<file path="config.mk">
export PLATFORM = sky130hd
export DESIGN_NAME = compand_pipe
export DESIGN_NICKNAME = d
export VERILOG_FILES = /design/src/rtl/compand_pkg.sv /design/src/rtl/alaw_seg_enc.sv /design/src/rtl/compand_pipe.sv
export SDC_FILE = /design/constraint.sdc
export NUM_CORES = 1
export LEC_CHECK = 0
export CAP_MARGIN = 20
export CELL_PAD_IN_SITES_DETAIL_PLACEMENT = 1
export CELL_PAD_IN_SITES_GLOBAL_PLACEMENT = 1
export CORE_ASPECT_RATIO = 1.75
export CORE_MARGIN = 4
export CORE_UTILIZATION = 30
export DETAILED_ROUTE_END_ITERATION = 16
export GPL_ROUTABILITY_DRIVEN = 0
export GPL_TIMING_DRIVEN = 0
export HOLD_SLACK_MARGIN = 0.02
export PLACE_DENSITY = 0.77
export SLEW_MARGIN = 20
export SYNTH_ARGS = -nofsm -noshare
export SYNTH_HDL_FRONTEND = slang
export SYNTH_HIERARCHICAL = 1
export SYNTH_SLANG_ARGS = --single-unit
</file>
<file path="constraint.sdc">
create_clock -name CLK -period 3.26 [get_ports CLK]
set_clock_uncertainty 0.1 [all_clocks]
set_input_delay 0.652 -clock CLK [delete_from_list [all_inputs] [get_ports CLK]]
set_output_delay 0.652 -clock CLK [all_outputs]
set_load 0.1 [all_outputs]
</file>
<file path="src/rtl/compand_pkg.sv">
// Shared constants and helpers for the linear-to-A-law compander pipeline.
package compand_pkg;

  localparam logic [7:0] ALAW_XOR = 8'h55;
  localparam int MAG_MAX  = 4095;
  localparam int SEG_BASE = 32;
  localparam int CNT_W    = 16;

  function automatic int ch_w(input int n);
    return (n <= 1) ? 1 : $clog2(n);
  endfunction

endpackage

</file>
<file path="src/rtl/alaw_seg_enc.sv">
// A-law segment/mantissa encoder for a 12-bit magnitude.
module alaw_seg_enc (
  input  logic [11:0] mag_i,
  output logic [2:0]  seg_o,
  output logic [3:0]  mant_o
);

  // Leading one at bit seg+4 selects the segment; below 32 is segment 0.
  always_comb begin
    seg_o  = 3'd0;
    mant_o = mag_i[4:1];
    priority case (1'b1)
      mag_i[11]: begin
        seg_o  = 3'd7;
        mant_o = mag_i[10:7];
      end
      mag_i[10]: begin
        seg_o  = 3'd6;
        mant_o = mag_i[9:6];
      end
      mag_i[9]: begin
        seg_o  = 3'd5;
        mant_o = mag_i[8:5];
      end
      mag_i[8]: begin
        seg_o  = 3'd4;
        mant_o = mag_i[7:4];
      end
      mag_i[7]: begin
        seg_o  = 3'd3;
        mant_o = mag_i[6:3];
      end
      mag_i[6]: begin
        seg_o  = 3'd2;
        mant_o = mag_i[5:2];
      end
      mag_i[5]: begin
        seg_o  = 3'd1;
        mant_o = mag_i[4:1];
      end
      default: begin
        seg_o  = 3'd0;
        mant_o = mag_i[4:1];
      end
    endcase
  end

endmodule

</file>
<file path="src/rtl/compand_pipe.sv">
// Two-stage linear PCM to G.711 A-law encoder with
// per-channel clip counters and valid/ready flow control.
module compand_pipe
  import compand_pkg::*;
#(
  parameter  int IN_WIDTH = 13,
  parameter  int NCH      = 4,
  localparam int CH_W     = ch_w(NCH)
) (
  input  logic                 CLK,
  input  logic                 RESET,
  input  logic                 IN_VALID,
  output logic                 IN_READY,
  input  logic [IN_WIDTH-1:0]  IN_DATA,
  input  logic [CH_W-1:0]      IN_CH,
  output logic                 OUT_VALID,
  input  logic                 OUT_READY,
  output logic [7:0]           OUT_DATA,
  output logic [CH_W-1:0]      OUT_CH,
  input  logic                 SAT_CLR,
  output logic [CNT_W*NCH-1:0] SAT_CNT
);

  localparam int SH = IN_WIDTH - 13;

  logic s2_en;
  logic s1_en;
  logic in_fire;

  logic                in_sign;
  logic [IN_WIDTH:0]   in_ext;
  logic [IN_WIDTH:0]   in_abs;
  logic [IN_WIDTH:0]   in_shr;
  logic                in_clip;
  logic [11:0]         in_mag;

  logic                s1_valid_q, s1_valid_d;
  logic                s1_sign_q, s1_sign_d;
  logic [11:0]         s1_mag_q, s1_mag_d;
  logic [CH_W-1:0]     s1_ch_q, s1_ch_d;

  logic                out_valid_q, out_valid_d;
  logic [7:0]          out_data_q, out_data_d;
  logic [CH_W-1:0]     out_ch_q, out_ch_d;

  logic [2:0]          seg;
  logic [3:0]          mant;
  logic [7:0]          code;

  logic [CNT_W-1:0]    cnt_q [NCH];
  logic [CNT_W-1:0]    cnt_d [NCH];

  assign s2_en     = ~out_valid_q | OUT_READY;
  assign s1_en     = ~s1_valid_q | s2_en;
  // No handshake may complete while RESET is high.
  assign IN_READY  = s1_en & ~RESET;
  assign OUT_VALID = out_valid_q & ~RESET;
  assign OUT_DATA  = out_data_q;
  assign OUT_CH    = out_ch_q;
  assign in_fire   = IN_VALID & IN_READY;

  always_comb begin
    in_sign = IN_DATA[IN_WIDTH-1];
    in_ext  = {in_sign, IN_DATA};
    in_abs  = in_sign ? -in_ext : in_ext;
    in_shr  = in_abs >> SH;
    in_clip = in_shr > (IN_WIDTH+1)'(MAG_MAX);
    in_mag  = in_clip ? 12'(MAG_MAX) : in_shr[11:0];
  end

  alaw_seg_enc u_seg (
    .mag_i  (s1_mag_q),
    .seg_o  (seg),
    .mant_o (mant)
  );

  assign code = {~s1_sign_q, seg, mant} ^ ALAW_XOR;

  always_comb begin
    s1_valid_d = s1_valid_q;
    s1_sign_d  = s1_sign_q;
    s1_mag_d   = s1_mag_q;
    s1_ch_d    = s1_ch_q;
    if (s1_en) begin
      s1_valid_d = IN_VALID;
      if (IN_VALID) begin
        s1_sign_d = in_sign;
        s1_mag_d  = in_mag;
        s1_ch_d   = IN_CH;
      end
    end
  end

  always_comb begin
    out_valid_d = out_valid_q;
    out_data_d  = out_data_q;
    out_ch_d    = out_ch_q;
    if (s2_en) begin
      out_valid_d = s1_valid_q;
      if (s1_valid_q) begin
        out_data_d = code;
        out_ch_d   = s1_ch_q;
      end
    end
  end

  // Tags at or above NCH never match k, so they leave every counter alone.
  always_comb begin
    for (int k = 0; k < NCH; k++) begin
      cnt_d[k] = cnt_q[k];
      if (SAT_CLR) begin
        cnt_d[k] = '0;
      end else if (in_fire && in_clip &&
                   IN_CH == CH_W'(k) &&
                   cnt_q[k] != '1) begin
        cnt_d[k] = cnt_q[k] + 1'b1;
      end
    end
  end

  always_comb begin
    SAT_CNT = '0;
    for (int k = 0; k < NCH; k++) begin
      SAT_CNT[k*CNT_W +: CNT_W] = cnt_q[k];
    end
  end

  always_ff @(posedge CLK) begin
    if (RESET) begin
      s1_valid_q  <= 1'b0;
      s1_sign_q   <= 1'b0;
      s1_mag_q    <= '0;
      s1_ch_q     <= '0;
      out_valid_q <= 1'b0;
      out_data_q  <= '0;
      out_ch_q    <= '0;
      for (int k = 0; k < NCH; k++) begin
        cnt_q[k] <= '0;
      end
    end else begin
      s1_valid_q  <= s1_valid_d;
      s1_sign_q   <= s1_sign_d;
      s1_mag_q    <= s1_mag_d;
      s1_ch_q     <= s1_ch_d;
      out_valid_q <= out_valid_d;
      out_data_q  <= out_data_d;
      out_ch_q    <= out_ch_d;
      for (int k = 0; k < NCH; k++) begin
        cnt_q[k] <= cnt_d[k];
      end
    end
  end

endmodule
</file>
==> results.py <==
# Physical implementation metrics
metrics = {
    "detailed_routing": {
        "vias": 4891,
        "drtPass1Iterations": 4,
        "postRouteAntennaNets": 0,
        "drt_wl_total_um": 16300,
        "drt_iter0_drc": 148,
        "wire_per_inst_um": 18.3,
        "drcViolationCount": 0,
        "vias_per_cell": 5.51,
    },
    "setup_path": {
        "regToRegStartpoint": "out_valid_q",
        "path_common_cell": "clkbuf_4",
        "r2r_slack_ns": 0.57,
        "critical_path_arrival_ns": 3.28,
        "critPathSlowestCell": "or4_4",
        "r2r_end": "cnt_q[2][4]",
        "cp_slowest_stage_delay_ns": 0.55,
        "criticalPathCategory": "in2reg",
        "crit_fanout": 10,
        "worstRegToRegCells": 8,
        "crit_required_ns": 3.37,
        "start_kind": "primary input",
        "end_kind": "register",
        "cp_cell_sequence": "clkdlybuf4s50_1 > and3b_1 > or4_4 > buf_6 > clkbuf_4 > clkbuf_4 > nor4_1 > xnor2_1 > nor2_1",
    },
    "clock_network": {
        "cts_tree": "built",
        "clock_latency_ns": 0.34,
        "cts_hold_buf": 0,
        "cts.clk_slew.worst_paths_ns": 0.06,
        "cts.sinks": 90,
        "cts_root_buffer": "clkbuf_16",
        "post_cts_resized": 16,
        "clock_path_buffers": 2,
        "h-tree-depth": 3,
        "numCtsBuffers": 9,
        "post_cts_buffers": 2,
    },
    "flow_run": {
        "cap_violations": 0,
        "tool_warnings": 27,
    },
    "power_and_ir_drop": {
        "p_per_area_mw_per_mm2": 397,
        "ir_drop_mv": 0.243,
        "p_leak_nw": 2.06,
        "total_power_mw": 2.49,
    },
    "global_route": {
        "grt_pass1_wl_um": 26500,
        "grt-ovfl-total": 0,
        "antenna_found_initial": 0,
        "grt_start_max_net_pins": 16,
        "track_usage_pct": 18.6,
        "grt_pass1_vias": 5272,
    },
    "sta": {
        "slew_viol_final": 0,
        "relSlewSlack_pct": 31.1,
        "timing.final.crit_share_pct": 97.2,
        "setup_viol": 0,
        "fin_tns_setup_ns": 0,
        "tightest_slew_ns": 1.03,
        "setup_ws_ns": 0.0906,
        "max_freq_mhz": 316,
        "finalHoldViolations": 0,
        "holdWs_ns": 0.343,
        "min_period_ns": 3.17,
    },
    "yosys": {
        "postSynthCellCount": 590,
        "synth_nets": 615,
        "yosys_warnings": 6,
        "netlist_area_mm2": 0.00470,
        "syn_avg_cell_area_um2": 7.96,
    },
    "cells_and_area": {
        "layout-drive-gt1-share_pct": 8.13,
        "fin_util_pct": 40.8,
        "nFillCells": 1850,
        "antenna_cells": 0,
        "area_growth_pct": 33.8,
        "design_area_mm2": 0.00628,
        "final_net_count": 723,
    },
    "run_status": {
        "status": "finished, final reports clean",
    },
    "place": {
        "dp_hpwl_um": 12500,
        "post_dp_cell_area_mm2": 0.00585,
        "portBuffers": 92,
        "place_ws_ns": -0.811,
        "placed_cells": 868,
    },
    "floorplanning": {
        "chipArea_mm2": 0.0178,
        "initial_utilization_pct": 30.5,
        "die_y_um": 174,
        "die_x_um": 103,
        "ios": 96,
    },
    "worst_hold_path": {
        "hold_path_class": "reg2reg",
        "min_to": "OUT_DATA[7]",
        "holdPathStages": 1,
        "min_from": "s1_sign_q",
    },
}
## layer usage
metal	track usage, %	vias up	part of all wire (%)
met5	0	-	0
met4	8.21	0	3.1
met3	3.30	30	4.6
met2	34.4	111	55
met1	19.8	2397	37
li1	-	2353	-
## cell usage in the layout (no fill, tap or decap), drive strengths merged, types with 9 or more instances in the layout
master and n:
o21ai 33, nand3 30, clkbuf 36, inv 17, o31ai 9, xor2 9
buf 14, or3 27, or4 9, nor2 64, xnor2 14, mux2i 16
dfxtp 90, a21oi 45, a211oi 17, nor4 18, nor3 14, nand2 62
nand4 13, clkdlybuf4s50 88
## cell type report
cell class / instances / area (um^2) / area share [%]
Sequential cell: 90 / 1800 / 28.7
Timing Repair Buffer: 98 / 972 / 15.5
Buffer: 32 / 181 / 2.89
Multi-Input combinational cell: 450 / 2740 / 43.6
Clock buffer: 12 / 256 / 4.08
Clock inverter: 2 / 37.5 / 0.597
Inverter: 17 / 63.8 / 1.02
Tap cell: 186 / 233 / 3.70
## where the power goes
group,internal (mW),switching (mW)
Clock,0.628,0.426
Combinational,0.101,0.201
Sequential,1.12,0.0171
Total,1.85,0.643
## registers in the layout, summed over array words and instances (netlist names)
name and flops:
OUT_CH 2, OUT_DATA 8, cnt_q 64, out_valid_q 1
s1_ch_q 2, s1_mag_q 11, s1_sign_q 1, s1_valid_q 1
## worst max path at each step
stage               cells past startpoint        from          end
floorplan                               4       RESET     IN_READY
global placement                       10  IN_DATA[1]  cnt_q[1][5]
detailed placement                     10  IN_DATA[1]  cnt_q[1][5]
CTS                                     8  IN_DATA[8]  cnt_q[1][7]
global route                            9   OUT_READY  cnt_q[2][4]
finish                                  9   OUT_READY  cnt_q[2][4]
## critical path: cells and delay by family
family	cells	cell delay (ns)
simple gates	4	1.36
buf+inv	4	1.09
xor+xnor	1	0.18
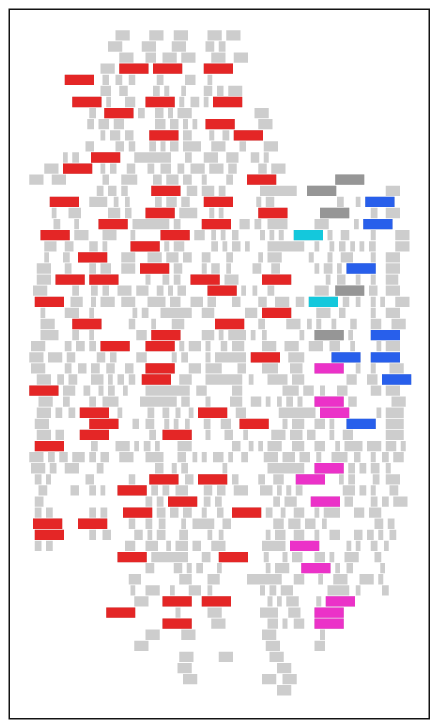
Fig. 1. Register map, names as in the netlist.
Other sequential cells in the stronger gray, the rest of the logic in the fainter gray.
- cyan: `s1_ch_q` (placed flops 2)
- magenta: `s1_mag_q` (placed flops 11)
- red: `cnt_q` (placed flops 64)
- blue: `OUT_DATA` (placed flops 8; where east)
- not colored: 5

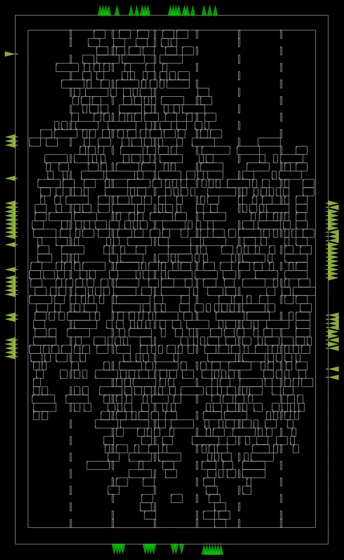
Fig. 2. Placement view.
core area: 0.0154 mm^2
Row Count: 60
final non-filler cell total: 887

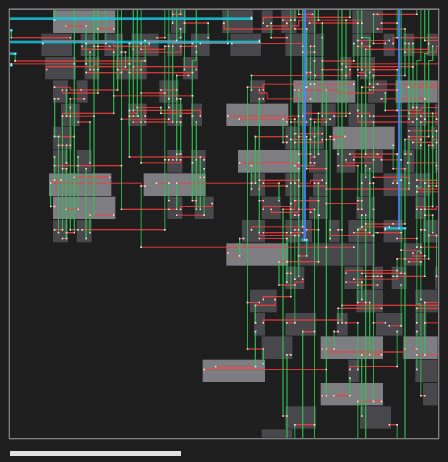
Fig. 3. Close-up of the layout.
Bar = 20 um. Region (1, 18) to (51, 68) um. Cells in gray, sequential cells in the stronger gray; small squares are vias.
- blue: M4
- red: M1
- green: M2
- cyan: M3
- cells with their middle in the window: 101
- sequential cells in the window: 14
- most frequent: dfxtp_1 (14), clkdlybuf4s50_1 (10), o21ai_0 (9)
- netlist names of flops here include: `cnt_q` (14)

Power figures rest on the tool's default switching activity, not on a simulated workload.
